===== src/rtl/serial_audio_pkg.sv =====
// Shared definitions for the serial audio format hunter and the decoder top:
// FSM state encoding, configuration index type and its format decoding.
package serial_audio_pkg;

  typedef enum logic [2:0] {
    ST_IDLE      = 3'd0,
    ST_RESET_DEC = 3'd1,
    ST_SETTLE    = 3'd2,
    ST_CHECK     = 3'd3,
    ST_LOCKED    = 3'd4
  } sa_state_e;

  typedef logic [1:0] cfg_idx_t;

  // Configuration table: bit 1 selects left-justified, bit 0 selects LRCLK polarity.
  localparam cfg_idx_t CFG_I2S_POL0 = 2'd0;
  localparam cfg_idx_t CFG_I2S_POL1 = 2'd1;
  localparam cfg_idx_t CFG_LJ_POL0  = 2'd2;
  localparam cfg_idx_t CFG_LJ_POL1  = 2'd3;
  localparam cfg_idx_t CFG_RESET    = CFG_I2S_POL0;

  function automatic logic cfg_is_i2s(input cfg_idx_t cfg);
    return ~cfg[1];
  endfunction

  function automatic logic cfg_polarity(input cfg_idx_t cfg);
    return cfg[0];
  endfunction

  // Next configuration to try after a failed hunt; wraps 3 -> 0.
  function automatic cfg_idx_t cfg_next(input cfg_idx_t cfg);
    return cfg + 2'd1;
  endfunction

endpackage


===== src/rtl/sa_toggle_counter.sv =====
// LRCLK (dec_is_left) edge detector plus half-frame counter.
// While clear is high the reference level follows the input and the count is
// zero, so the first counted edge is relative to the level seen at the last
// cleared cycle.
module sa_toggle_counter #(
  parameter int CNT_W = 5
) (
  input  logic             sclk,
  input  logic             reset,
  input  logic             clear,
  input  logic             count_en,
  input  logic             level,
  output logic             toggle,
  output logic [CNT_W-1:0] count
);

  localparam logic [CNT_W-1:0] CNT_MAX = '1;

  logic             level_r;
  logic [CNT_W-1:0] count_r;

  assign toggle = (level != level_r);
  assign count  = count_r;

  // Track the previous level and count qualified level changes, saturating.
  always_ff @(posedge sclk or posedge reset) begin
    if (reset) begin
      level_r <= 1'b0;
      count_r <= '0;
    end else if (clear) begin
      level_r <= level;
      count_r <= '0;
    end else begin
      level_r <= level;
      if (count_en && toggle && (count_r != CNT_MAX)) begin
        count_r <= count_r + CNT_W'(1);
      end
    end
  end

endmodule


===== src/rtl/serial_audio_format_controller.sv =====
// Hunts through the four serial audio formats (I2S/LJ x LRCLK polarity) by
// resetting the decoder, letting it settle, and watching for a run of
// error-free LRCLK half-frames. Holds the winning format while locked and
// retries the same format if the decoder later reports an error.
module serial_audio_format_controller
  import serial_audio_pkg::*;
#(
  parameter int RESET_CYCLES  = 4,
  parameter int SETTLE_CYCLES = 128,
  parameter int LOCK_FRAMES   = 8,
  parameter int HUNT_TIMEOUT  = 4096
) (
  input  logic       sclk,
  input  logic       reset,
  input  logic       enable,
  input  logic       force_cfg_valid,
  input  logic [1:0] force_cfg,
  input  logic       dec_is_error,
  input  logic       dec_is_left,
  output logic       dec_reset,
  output logic       is_i2s,
  output logic       lrclk_polarity,
  output logic [1:0] cfg_index,
  output logic       locked,
  output logic       lock_lost
);

  localparam int LOCK_TOGGLES = 2 * LOCK_FRAMES;
  localparam int TOG_W        = $clog2(LOCK_TOGGLES + 1);
  localparam int MAX_WAIT     = (HUNT_TIMEOUT > SETTLE_CYCLES) ?
                                ((HUNT_TIMEOUT > RESET_CYCLES) ? HUNT_TIMEOUT : RESET_CYCLES) :
                                ((SETTLE_CYCLES > RESET_CYCLES) ? SETTLE_CYCLES : RESET_CYCLES);
  localparam int CNT_W        = $clog2(MAX_WAIT + 1);

  localparam logic [CNT_W-1:0] RESET_LAST  = CNT_W'(RESET_CYCLES - 1);
  localparam logic [CNT_W-1:0] SETTLE_LAST = CNT_W'(SETTLE_CYCLES - 1);
  localparam logic [CNT_W-1:0] HUNT_LAST   = CNT_W'(HUNT_TIMEOUT - 1);
  localparam logic [TOG_W-1:0] TOG_LAST    = TOG_W'(LOCK_TOGGLES - 1);

  sa_state_e        state_r;
  logic [CNT_W-1:0] cnt_r;
  cfg_idx_t         cfg_r;
  logic             dec_reset_r;
  logic             is_i2s_r;
  logic             polarity_r;
  logic             locked_r;
  logic             lock_lost_r;

  logic             tog_clear_s;
  logic             tog_en_s;
  logic             toggle_s;
  logic [TOG_W-1:0] tog_count_s;
  logic             lock_hit_s;
  logic             timeout_hit_s;
  cfg_idx_t         entry_cfg_s;

  sa_toggle_counter #(
    .CNT_W (TOG_W)
  ) u_toggle_counter (
    .sclk     (sclk),
    .reset    (reset),
    .clear    (tog_clear_s),
    .count_en (tog_en_s),
    .level    (dec_is_left),
    .toggle   (toggle_s),
    .count    (tog_count_s)
  );

  // Counter handshakes and the configuration loaded on the next RESET_DEC entry.
  always_comb begin
    tog_clear_s   = (state_r != ST_CHECK) || !enable;
    tog_en_s      = (state_r == ST_CHECK) && !dec_is_error;
    lock_hit_s    = toggle_s && (tog_count_s == TOG_LAST);
    timeout_hit_s = (cnt_r == HUNT_LAST);
    if (force_cfg_valid) begin
      entry_cfg_s = force_cfg;
    end else if (state_r == ST_CHECK) begin
      entry_cfg_s = cfg_next(cfg_r);
    end else begin
      entry_cfg_s = cfg_r;
    end
  end

  // Hunt/track FSM with all decoder-facing outputs registered.
  always_ff @(posedge sclk or posedge reset) begin
    if (reset) begin
      state_r     <= ST_IDLE;
      cnt_r       <= '0;
      cfg_r       <= CFG_RESET;
      dec_reset_r <= 1'b1;
      is_i2s_r    <= cfg_is_i2s(CFG_RESET);
      polarity_r  <= cfg_polarity(CFG_RESET);
      locked_r    <= 1'b0;
      lock_lost_r <= 1'b0;
    end else if (!enable) begin
      state_r     <= ST_IDLE;
      cnt_r       <= '0;
      dec_reset_r <= 1'b1;
      locked_r    <= 1'b0;
      lock_lost_r <= 1'b0;
    end else begin
      lock_lost_r <= 1'b0;
      case (state_r)
        ST_IDLE: begin
          state_r     <= ST_RESET_DEC;
          cnt_r       <= '0;
          dec_reset_r <= 1'b1;
          cfg_r       <= entry_cfg_s;
          is_i2s_r    <= cfg_is_i2s(entry_cfg_s);
          polarity_r  <= cfg_polarity(entry_cfg_s);
        end
        ST_RESET_DEC: begin
          if (cnt_r == RESET_LAST) begin
            state_r     <= ST_SETTLE;
            cnt_r       <= '0;
            dec_reset_r <= 1'b0;
          end else begin
            cnt_r <= cnt_r + CNT_W'(1);
          end
        end
        ST_SETTLE: begin
          // Decoder errors are meaningless while it is still settling.
          if (cnt_r == SETTLE_LAST) begin
            state_r <= ST_CHECK;
            cnt_r   <= '0;
          end else begin
            cnt_r <= cnt_r + CNT_W'(1);
          end
        end
        ST_CHECK: begin
          // Error beats lock; lock beats timeout; error and timeout share one advance.
          if (dec_is_error || (timeout_hit_s && !lock_hit_s)) begin
            state_r     <= ST_RESET_DEC;
            cnt_r       <= '0;
            dec_reset_r <= 1'b1;
            cfg_r       <= entry_cfg_s;
            is_i2s_r    <= cfg_is_i2s(entry_cfg_s);
            polarity_r  <= cfg_polarity(entry_cfg_s);
          end else if (lock_hit_s) begin
            state_r  <= ST_LOCKED;
            cnt_r    <= '0;
            locked_r <= 1'b1;
          end else begin
            cnt_r <= cnt_r + CNT_W'(1);
          end
        end
        ST_LOCKED: begin
          if (dec_is_error) begin
            state_r     <= ST_RESET_DEC;
            cnt_r       <= '0;
            dec_reset_r <= 1'b1;
            locked_r    <= 1'b0;
            lock_lost_r <= 1'b1;
            cfg_r       <= entry_cfg_s;
            is_i2s_r    <= cfg_is_i2s(entry_cfg_s);
            polarity_r  <= cfg_polarity(entry_cfg_s);
          end else begin
            state_r <= ST_LOCKED;
          end
        end
        default: begin
          state_r     <= ST_IDLE;
          cnt_r       <= '0;
          dec_reset_r <= 1'b1;
          locked_r    <= 1'b0;
        end
      endcase
    end
  end

  assign dec_reset      = dec_reset_r;
  assign is_i2s         = is_i2s_r;
  assign lrclk_polarity = polarity_r;
  assign cfg_index      = cfg_r;
  assign locked         = locked_r;
  assign lock_lost      = lock_lost_r;

endmodule

===== config.mk =====
export PLATFORM = sky130hd
export DESIGN_NAME = serial_audio_format_controller
export DESIGN_NICKNAME = d
export VERILOG_FILES = /design/src/rtl/serial_audio_pkg.sv /design/src/rtl/sa_toggle_counter.sv /design/src/rtl/serial_audio_format_controller.sv
export SDC_FILE = /design/constraint.sdc
export NUM_CORES = 1
export LEC_CHECK = 0
export ABC_AREA = 1
export ABC_CLOCK_PERIOD_IN_PS = 2300
export CAP_MARGIN = 25
export CORE_UTILIZATION = 55
export DETAILED_ROUTE_END_ITERATION = 12
export PLACE_DENSITY = 0.76
export SETUP_SLACK_MARGIN = 0.05
export SLEW_MARGIN = 5
export SYNTH_ARGS = -nofsm -noshare
export SYNTH_HDL_FRONTEND = slang
export SYNTH_SLANG_ARGS = --single-unit

===== constraint.sdc =====
create_clock -name sclk -period 2.3 [get_ports sclk]
set_clock_uncertainty 0.05 [all_clocks]
set_input_delay 0.575 -clock sclk [delete_from_list [all_inputs] [get_ports sclk]]
set_output_delay 0.575 -clock sclk [all_outputs]
set_load 0.05 [all_outputs]

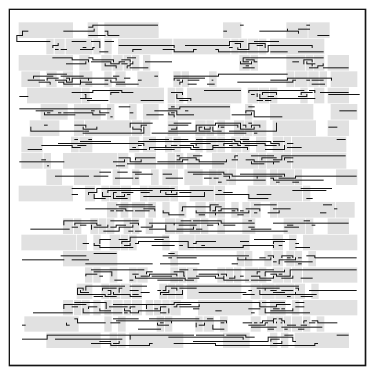
Run 1: M1 wires
Scale: 6 px per um. Cells faint in the background.
The layer holds 49% of the routed length. 254 nets have wire on it. The wires run mostly horizontal. The layer carries 1830 um of wire.
via count: 1567
met1 Resource Use GR: 35.2%
Routed WL: 3710 um

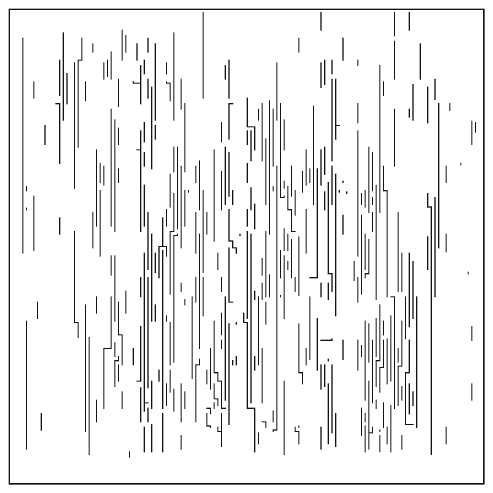
Run 1: metal 2
Scale: 8 px per um.
The layer holds 45% of the routed length. The layer carries 1670 um of wire.

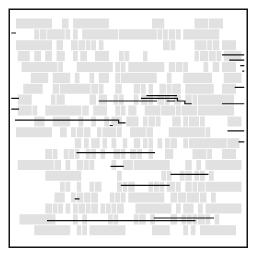
Run 1: met3 routing
Scale: 4 px per um. Cells faint in the background.
The longest straight run is 36.8 um. The layer carries 188 um of wire.

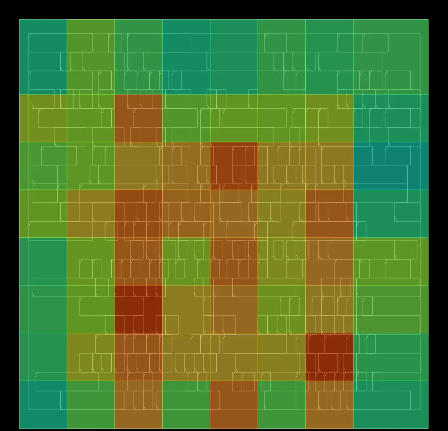
Run 1: routing congestion map
Layout Utilization: 65.7%
global routing usage on met2: 37.5%
grt peak-use layer: met2
met3 GRT Util: 2.62%

==> notes.md, run 1 <==
yosys + openroad results -> outcome finished, final reports clean, Setup Slack @ Placement 92.1 ps, Fill cells around 270, Slew headroom around 67%, first-pass GRT wire length 6260 um, Synth cell types 31, Sw Share 45.5%, Post-synth top cells 71 x nand2_1, 29 x nor2_1, 26 x dfrtp_1, 21 x inv_1, 19 x nand3_1, Mapped Area approximately 0.0018 sq mm, Top Layout Cells 71 x nand2_1, 29 x nor2_1, 26 x dfrtp_1, Fmax between 400 and 500 MHz, share of cells above drive strength 1 between 10% and 20%, Final Hold Violation Tally 0, gpl congestion between 0.8 and 0.9, clock buffer count 3, hold buffer count at cts 0, number of enable flip-flop cells 0, CP bufs+invs 1, Pwr top combinational cells, Post-Layout Cell Count just over 300, initial antenna violation count 0, Synth Warn # 0, met3 WL ~190 um, pwr dens roughly 750 mW/mm^2, Placed Cells a little over 300, Yosys top cell by area dfrtp_1, 1st-pass router iterations 4, tap cells 44, Log Warnings 27, asr flop ratio synth 100%, Worst-path clk slew 140 ps, Slew @ Worst Pin approximately 500 ps, die boundary width approximately 59 um, Commonest Layout Cell nand2_1, XOR/XNOR Area Share under 10%, HPWL Detailed around 2800 um, First DRT Iteration DRCs approximately 130, post_cts resized 2, Clock-cell share ~1.1%, sequential power share about 41%, Post-route DRC 0, cycle use final a little over nine tenths, critical path, cell by cell clkdlybuf4s50_1, Post-CTS Setup Inserts 0, # IOs 15, Hold Path Class flop to flop, CTS buffer count 3, cell row count 20, setup TNS 0 ps, Finished Cell Area between 0.002 and 0.0025 sq mm, largest net degree at the start of global routing 29, Top Metal Used met4, critical path endpoint category output pin, most used flip-flop cell dfrtp_1, CP peak stage delay ~810 ps, I/O Buffers 14, comb pwr 0.000702 W, antenna-violating nets left 0, Area after DPL 0.00200 sq mm, RSZ-0062 raised after global routing false, Worst path slowest cell clkdlybuf4s50_1, clock share of power a little over an eighth, core area 0.00308 sq mm, overall power around 0.0015 W, Adder Area Share between 2 and 3%, Seq area share between 30% and 40%, synthesis area per yosys around 0.0018 sq mm, CTS max path bufs 2, Psw just under 0.0007 W, max reg flops 13, Logic Gate Count between 150 and 200, Max-area cell share 36.2%, CTS tree built, critical-path maximum fanout 3, seq pwr between 0.0006 and 0.0007 W, top comb family, area simple AND/OR/NAND/NOR gates, logic area ~980 sq um, Flops 28, Vias/cell between 5 and 6, die area roughly 0.0035 sq mm, die height slightly below 60 um, Nets between 200 and 300, R2R Setup Slk around 410 ps, Crit path max-delay family buffers and inverters, max-capacitance violation count 0, number of global-route vias before repair 1379, DRT met1 WL around 1800 um, minimum clock period roughly 2200 ps, Simple-Gate Area Share between 40 and 50%, Pins Over Slew Limit 0, Root Driver clkbuf_4, Storage cell area roughly 700 sq um, ys cells ~240, Final setup viols 0, inverters 27, Buffers, non-clock 16, Mux area share 0%, routed length per instance around 12 um, Post-synth seq share 39.2%, GRT Residual Overflow 0, WS Path Type flop to output pin, worst path required time between 1500 and 2000 ps, Int Power 0.000829 W, Final non-clock buffer share ~8%, Top reg by flops cnt_r, Critical Path AT 1540 ps, number of nets at floorplan between 200 and 300, WL met2 1670 um, FP Util about three fifths, Synth area leaders dfrtp_1 36%, nand2_1 15%, nor2_1 6.1%, nand3_1 5.3%, inv_1 4.4%, Skew-Pair Late Insertion Delay 320 ps, Area Overhead vs Synth 12.7%, Min Hold Slack between 400 and 500 ps, GRT Resource Usage Total about 24%, H-tree depth 1, Largest area class, layout multi-input combinational cells, Final Worst Setup Slack about 130 ps, CTS Sinks 28, combinational power share a little under half, Gate Count Post-Synth approximately 240, Pleak approximately 0.95 nW, diode count 0, Compound-Gate Fraction of Synth Area a little over 9%, logic share of the area 48.4%, Clock net power 0.000202 W, dominant cell by count in the synthesized netlist nand2_1, crit path launch type flop, Synth Register Bits 28, post-synthesis area per instance 7.36 sq um, maximum vdd drop between 0.3 and 0.4 mV
run 1: path summary, 6_finish.rpt:
path                                                 from           end  cells past startpoint
max in group asynchronous                           reset     dec_reset                      3
min in group asynchronous                           reset      cnt_r[8]                      3
worst min-delay path                               is_i2s        is_i2s                      2
worst max register to register  u_toggle_counter.count[0]     cnt_r[11]                      9
worst min register to register                     is_i2s        is_i2s                      2
worst max-delay path                         cfg_index[1]  cfg_index[1]                      1
run 1: worst register-to-register path: stages, from the launching register on:
cell,delay [ps]
dfrtp_1,430
ha_1,180
nand2_1,60
nor2_1,160
ha_1,190
nand3_1,180
nand3_2,150
nand3_2,200
nand3b_1,150
nand2_1,50
## Run 2: what changed since run 1
--- a/config.mk
+++ b/config.mk
@@ -6,7 +6,6 @@
 export NUM_CORES = 1
 export LEC_CHECK = 0
 export ABC_AREA = 1
-export ABC_CLOCK_PERIOD_IN_PS = 2300
 export CAP_MARGIN = 25
 export CORE_UTILIZATION = 55
 export DETAILED_ROUTE_END_ITERATION = 12
==> notes.md, run 2 <==
yosys + openroad results -> Crit path max-delay family buffers and inverters, WHS Path Cells 2, Pwr top combinational cells, pwr dens roughly 750 mW/mm^2, critical-path maximum fanout 3, Routed WL ~3700 um, Sw Share a little under half, Gate Count Post-Synth 244, H-tree depth 1, combinational power share between 40% and 50%, Clock-cell share between 1 and 1.5%, Skew-Pair Late Insertion Delay around 320 ps, CTS max path bufs 2, Largest area class, layout multi-input combinational cells, FF-to-FF Start u_toggle_counter.count[0], maximum vdd drop 0.346 mV, Vias/cell 5.12, Storage cell area about 700 sq um, Hold Path Class flop to flop, Fill cells ~270, Post-synth seq share around two fifths, dominant cell by count in the synthesized netlist nand2_1, inverters 27, CTS buffer count 3, Buffers, non-clock 16, global routing usage on met2 around 38%, Clock net power 0.000202 W, Final non-clock buffer share approximately 7.8%, gpl congestion 0.886, setup TNS 0 ps, Worst path slowest cell clkdlybuf4s50_1, die boundary width just under 60 um, tap cells about 44, WS Path Type flop to output pin, diode count 0, Mapped Area 0.00180 sq mm, critical path endpoint category output pin, CP bufs+invs 1, WP depth 1, hold buffer count at cts 0, first-pass GRT wire length between 6000 and 7000 um, R2R Setup Slk 410 ps, crit path launch type flop, Simple-Gate Area Share between 40% and 50%, Area Overhead vs Synth 12.7%, GRT Residual Overflow 0, max reg flops 13, Worst Hold Launch is_i2s, Yosys top cell by area dfrtp_1, R2R Path End cnt_r[11], Seq area share around a third, critical path, cell by cell clkdlybuf4s50_1, minimum clock period 2170 ps, Adder Area Share about 2.8%, Psw between 0.0006 and 0.0007 W, antenna-violating nets left 0, I/O Buffers 14, Placed Cells 303, Fmax around 460 MHz, Post-CTS Setup Inserts 0, clock buffer count 3, post_cts resized 2, Slew @ Worst Pin about 500 ps, Logic Gate Count 188, die height ~59 um, Flops 28, max-capacitance violation count 0, core area 0.00308 sq mm, Synth Warn # 0, Root Driver clkbuf_4, cell row count 20, outcome finished, final reports clean, hold path endpoint is_i2s, RSZ-0062 raised after global routing false, sequential power share between 40% and 50%, Top reg by flops cnt_r, Pins Over Slew Limit 0, Synth cell types 31, top comb family, area simple AND/OR/NAND/NOR gates, Critical Path Start cfg_index[1], Post-Layout Cell Count 306, post-synthesis area per instance 7.36 sq um, met3 WL approximately 190 um, met1 Resource Use GR approximately a third, Synth area leaders dfrtp_1 36%, nand2_1 15%, nor2_1 6.1%, nand3_1 5.3%, inv_1 4.4%, ys cells between 200 and 250, initial antenna violation count 0, seq pwr just over 0.0006 W, CTS Sinks 28, # IOs 15, CTS tree built, Post-synth top cells 71 x nand2_1, 29 x nor2_1, 26 x dfrtp_1, 21 x inv_1, 19 x nand3_1, clock share of power about an eighth, XOR/XNOR Area Share under 10%, worst path required time around 1700 ps, First DRT Iteration DRCs 129, DRT met1 WL 1830 um, 1st-pass router iterations 4, Commonest Layout Cell nand2_1, Top Layout Cells 71 x nand2_1, 29 x nor2_1, 26 x dfrtp_1, Nets 276, Worst-path clk slew 140 ps, Log Warnings 27, logic share of the area about half, share of cells above drive strength 1 around an eighth, HPWL Detailed approximately 2800 um, Compound-Gate Fraction of Synth Area 9.27%, grt peak-use layer met2, comb pwr approximately 0.0007 W, number of global-route vias before repair ~1.4k, Critical Path AT between 1500 and 2000 ps, Synth Register Bits 28, most used flip-flop cell dfrtp_1, via count between 1.5k and 2k, synthesis area per yosys ~0.0018 sq mm, CP peak stage delay ~810 ps, Final Hold Violation Tally 0, number of enable flip-flop cells 0, cycle use final a little over nine tenths, FP Util around three fifths, logic area approximately 1000 sq um, Post-route DRC 0, Max-area cell share between 30% and 40%, Top Metal Used met4, Final setup viols 0, met3 GRT Util 2.62%, Slew headroom ~67%, Reg2Reg Depth 9, Layout Utilization 65.7%, Int Power a little over 0.0008 W, die area ~0.0035 sq mm, asr flop ratio synth 100%, largest net degree at the start of global routing 29, Mux area share 0%, WL met2 1670 um, number of nets at floorplan 256
run 2: cell counts after synthesis:
No cell type changed its count.
run 2: kinds of logic (layout without fill, tap and decap cells):
logic type	after synthesis	in the layout
simple gates	150	150
compound gates	31	31
flops	28	28
buf+inv	28	46
fa+ha+maj	4	4
xor+xnor	3	3
run 2: stage by stage:
| step | total power (W) | area, sq um | setup slack [ps] |
|---|---|---|---|
| 2_1_floorplan | 0.00115 | 1800 | 679 |
| 3_3_place_gp | 0.00133 | 2000 | 175 |
| 3_5_place_dp | 0.00134 | 2000 | 92.1 |
| 4_1_cts | 0.00153 | 2020 | 59.6 |
| 5_1_grt | 0.00163 | 2020 | 65.9 |
| 6_report | 0.00152 | 2020 | 133 |
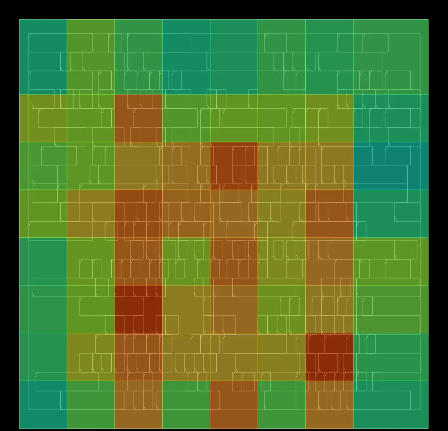
Run 2: routing congestion map
GRT Resource Usage Total: 24.0%
routed length per instance: 12.1 um

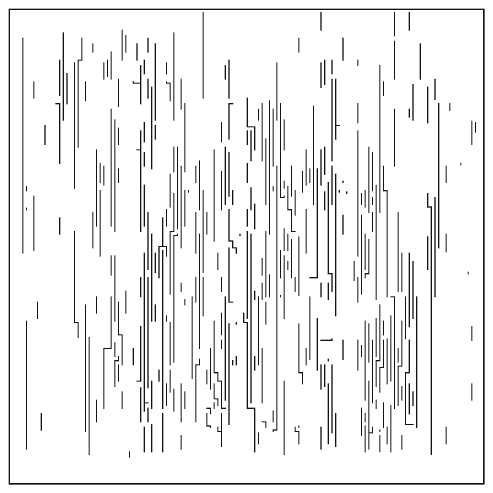
Run 2: metal 2
Scale: 8 px per um.
The longest straight run is 33.0 um. The layer carries 1670 um of wire. The wires run mostly vertical. 209 nets have wire on it. The layer holds 45% of the routed length.

## Run 3: what changed since run 2
--- a/config.mk
+++ b/config.mk
@@ -7,6 +7,7 @@
 export LEC_CHECK = 0
 export ABC_AREA = 1
 export CAP_MARGIN = 25
+export CORE_ASPECT_RATIO = 0.6
 export CORE_UTILIZATION = 55
 export DETAILED_ROUTE_END_ITERATION = 12
 export PLACE_DENSITY = 0.76
==> notes.md, run 3 <==
yosys + openroad results -> FP Util between 60% and 70%, Gate Count Post-Synth roughly 240, met1 Resource Use GR 40.8%, GRT Residual Overflow 0, Synth area leaders dfrtp_1 36%, nand2_1 15%, nor2_1 6.1%, nand3_1 5.3%, inv_1 4.4%, minimum clock period ~2100 ps, critical path, cell by cell clkdlybuf4s50_1, Pleak between 0.9 and 1 nW, max-capacitance violation count 0, cell row count 15, Yosys top cell by area dfrtp_1, worst path required time around 1700 ps, setup TNS 0 ps, ys cells ~240, asr flop ratio synth 100%, synthesis area per yosys ~0.0018 sq mm, Top reg by flops cnt_r, number of global-route vias before repair between 1k and 1.5k, number of enable flip-flop cells 0, CTS tree built, pwr dens ~830 mW/mm^2, critical path endpoint category output pin, initial antenna violation count 0, GRT Resource Usage Total between 20 and 30%, die area 0.00350 sq mm, Synth Register Bits 28, Post-synth seq share between 30% and 40%, Hold Path Class flop to flop, Simple-Gate Area Share about two fifths, Min Hold Slack between 400 and 500 ps, Post-route DRC 0, Worst-path clk slew 90 ps, Skew-Pair Late Insertion Delay between 200 and 300 ps, First DRT Iteration DRCs 149, post_cts resized 0, antenna-violating nets left 0, hold path endpoint dec_reset, Slew headroom 66.2%, # IOs 15, I/O Buffers 14, Area Overhead vs Synth 15.4%, met3 WL 285 um, overall power roughly 0.0017 W, 1st-pass router iterations 6, outcome finished, final reports clean, R2R Setup Slk around 370 ps, Final Worst Setup Slack around 150 ps, FF-to-FF Start u_toggle_counter.count[0], Top Metal Used met4, Nets around 280, Compound-Gate Fraction of Synth Area 9.27%, Fmax ~470 MHz, number of nets at floorplan around 260, Critical Path AT 1520 ps, share of cells above drive strength 1 approximately 13%, H-tree depth 1, Max-area cell share 36.2%, CP bufs+invs 1, maximum vdd drop just over 0.5 mV, Pins Over Slew Limit 0, Synth Warn # 0, XOR/XNOR Area Share ~1.5%, Worst path slowest cell clkdlybuf4s50_1, DRT met1 WL a little over 2000 um, Layout Utilization a little over two thirds, R2R Path End cnt_r[11], Top Layout Cells 71 x nand2_1, 29 x nor2_1, 26 x dfrtp_1, top comb family, area simple AND/OR/NAND/NOR gates, Worst Hold Launch dec_reset, Adder Area Share roughly 2.8%, critical-path maximum fanout 5, Final Hold Violation Tally 0, met3 GRT Util under 10%, RSZ-0062 raised after global routing false, die height approximately 46 um, Mapped Area ~0.0018 sq mm, first-pass GRT wire length ~6300 um, hold buffer count at cts 0, most used flip-flop cell dfrtp_1, WHS Path Cells 2, cycle use final ~93%, Slew @ Worst Pin just over 500 ps, HPWL Detailed 2820 um, Log Warnings 27, Fill cells between 200 and 300, Commonest Layout Cell nand2_1, max reg flops 13, CTS Sinks 28, Setup Slack @ Placement approximately 120 ps, gpl congestion slightly below 0.9, Final setup viols 0, Synth cell types 31, Placed Cells 301, grt peak-use layer met1, Storage cell area 703 sq um, Finished Cell Area 0.00207 sq mm, WP depth 1, largest net degree at the start of global routing 29, dominant cell by count in the synthesized netlist nand2_1
## run 3: how the worst max path moves through the flow
stage | end | from | slack [ps]
detailed placement | cfg_index[0] | dec_is_left | 120
floorplan | cfg_index[0] | u_toggle_counter.count[0] | 680
global route | cfg_index[0] | cfg_index[0] | 90
CTS | is_i2s | is_i2s | 60
finish | cfg_index[0] | cfg_index[0] | 150
global placement | cfg_index[1] | dec_is_left | 150
## run 3: final cells by class
cell class	count	share of cell area (%)
Clock inverter	1	1.45
Tap cell	42	2.54
Timing Repair Buffer	16	7.73
Clock buffer	3	1.99
Multi-Input combinational cell	188	47.3
Sequential cell	28	33.9
Inverter	27	5.07
## run 3: power by group
part	internal [W]	switching (W)
Combinational	0.000218	0.000489
Clock	0.000233	0.000155
Sequential	0.000559	0.0000611
Total	0.00101	0.000705
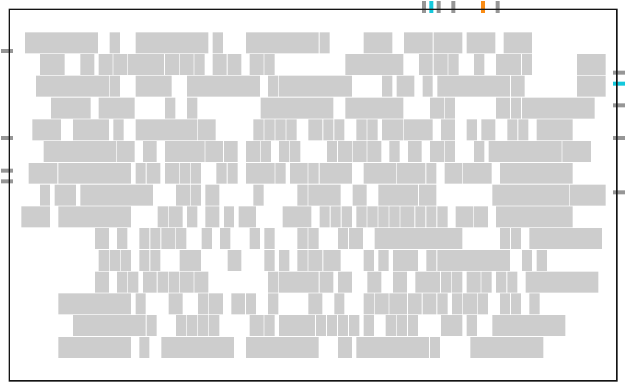
Run 3: pin map
Scale: 8 px per um. Pins as bars across the die edge, other pins in gray.
Key: orange = lrclk_polarity [pins 1, direction output, edge top]; cyan = force_cfg [pins 2, direction input, edge 1 top, 1 right]
All pins by edge: 6 top, 5 right, 4 left.

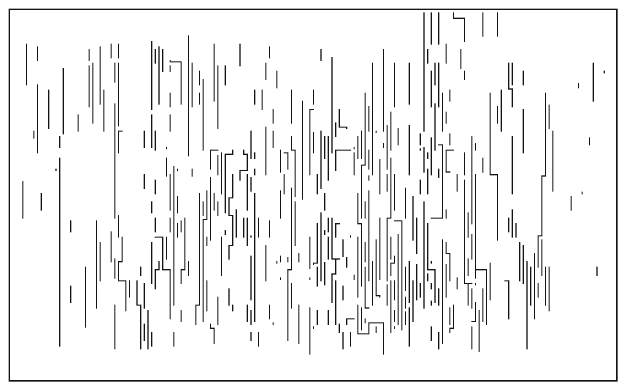
Run 3: metal 2
Scale: 8 px per um.
The wires run mostly vertical. The longest straight run is 23.5 um. The layer holds 37% of the routed length. The layer carries 1410 um of wire. 195 nets have wire on it.
global routing usage on met2: 31.3%
via count: 1619
Routed WL: 3780 um

Power and IR drop assume default switching activity.
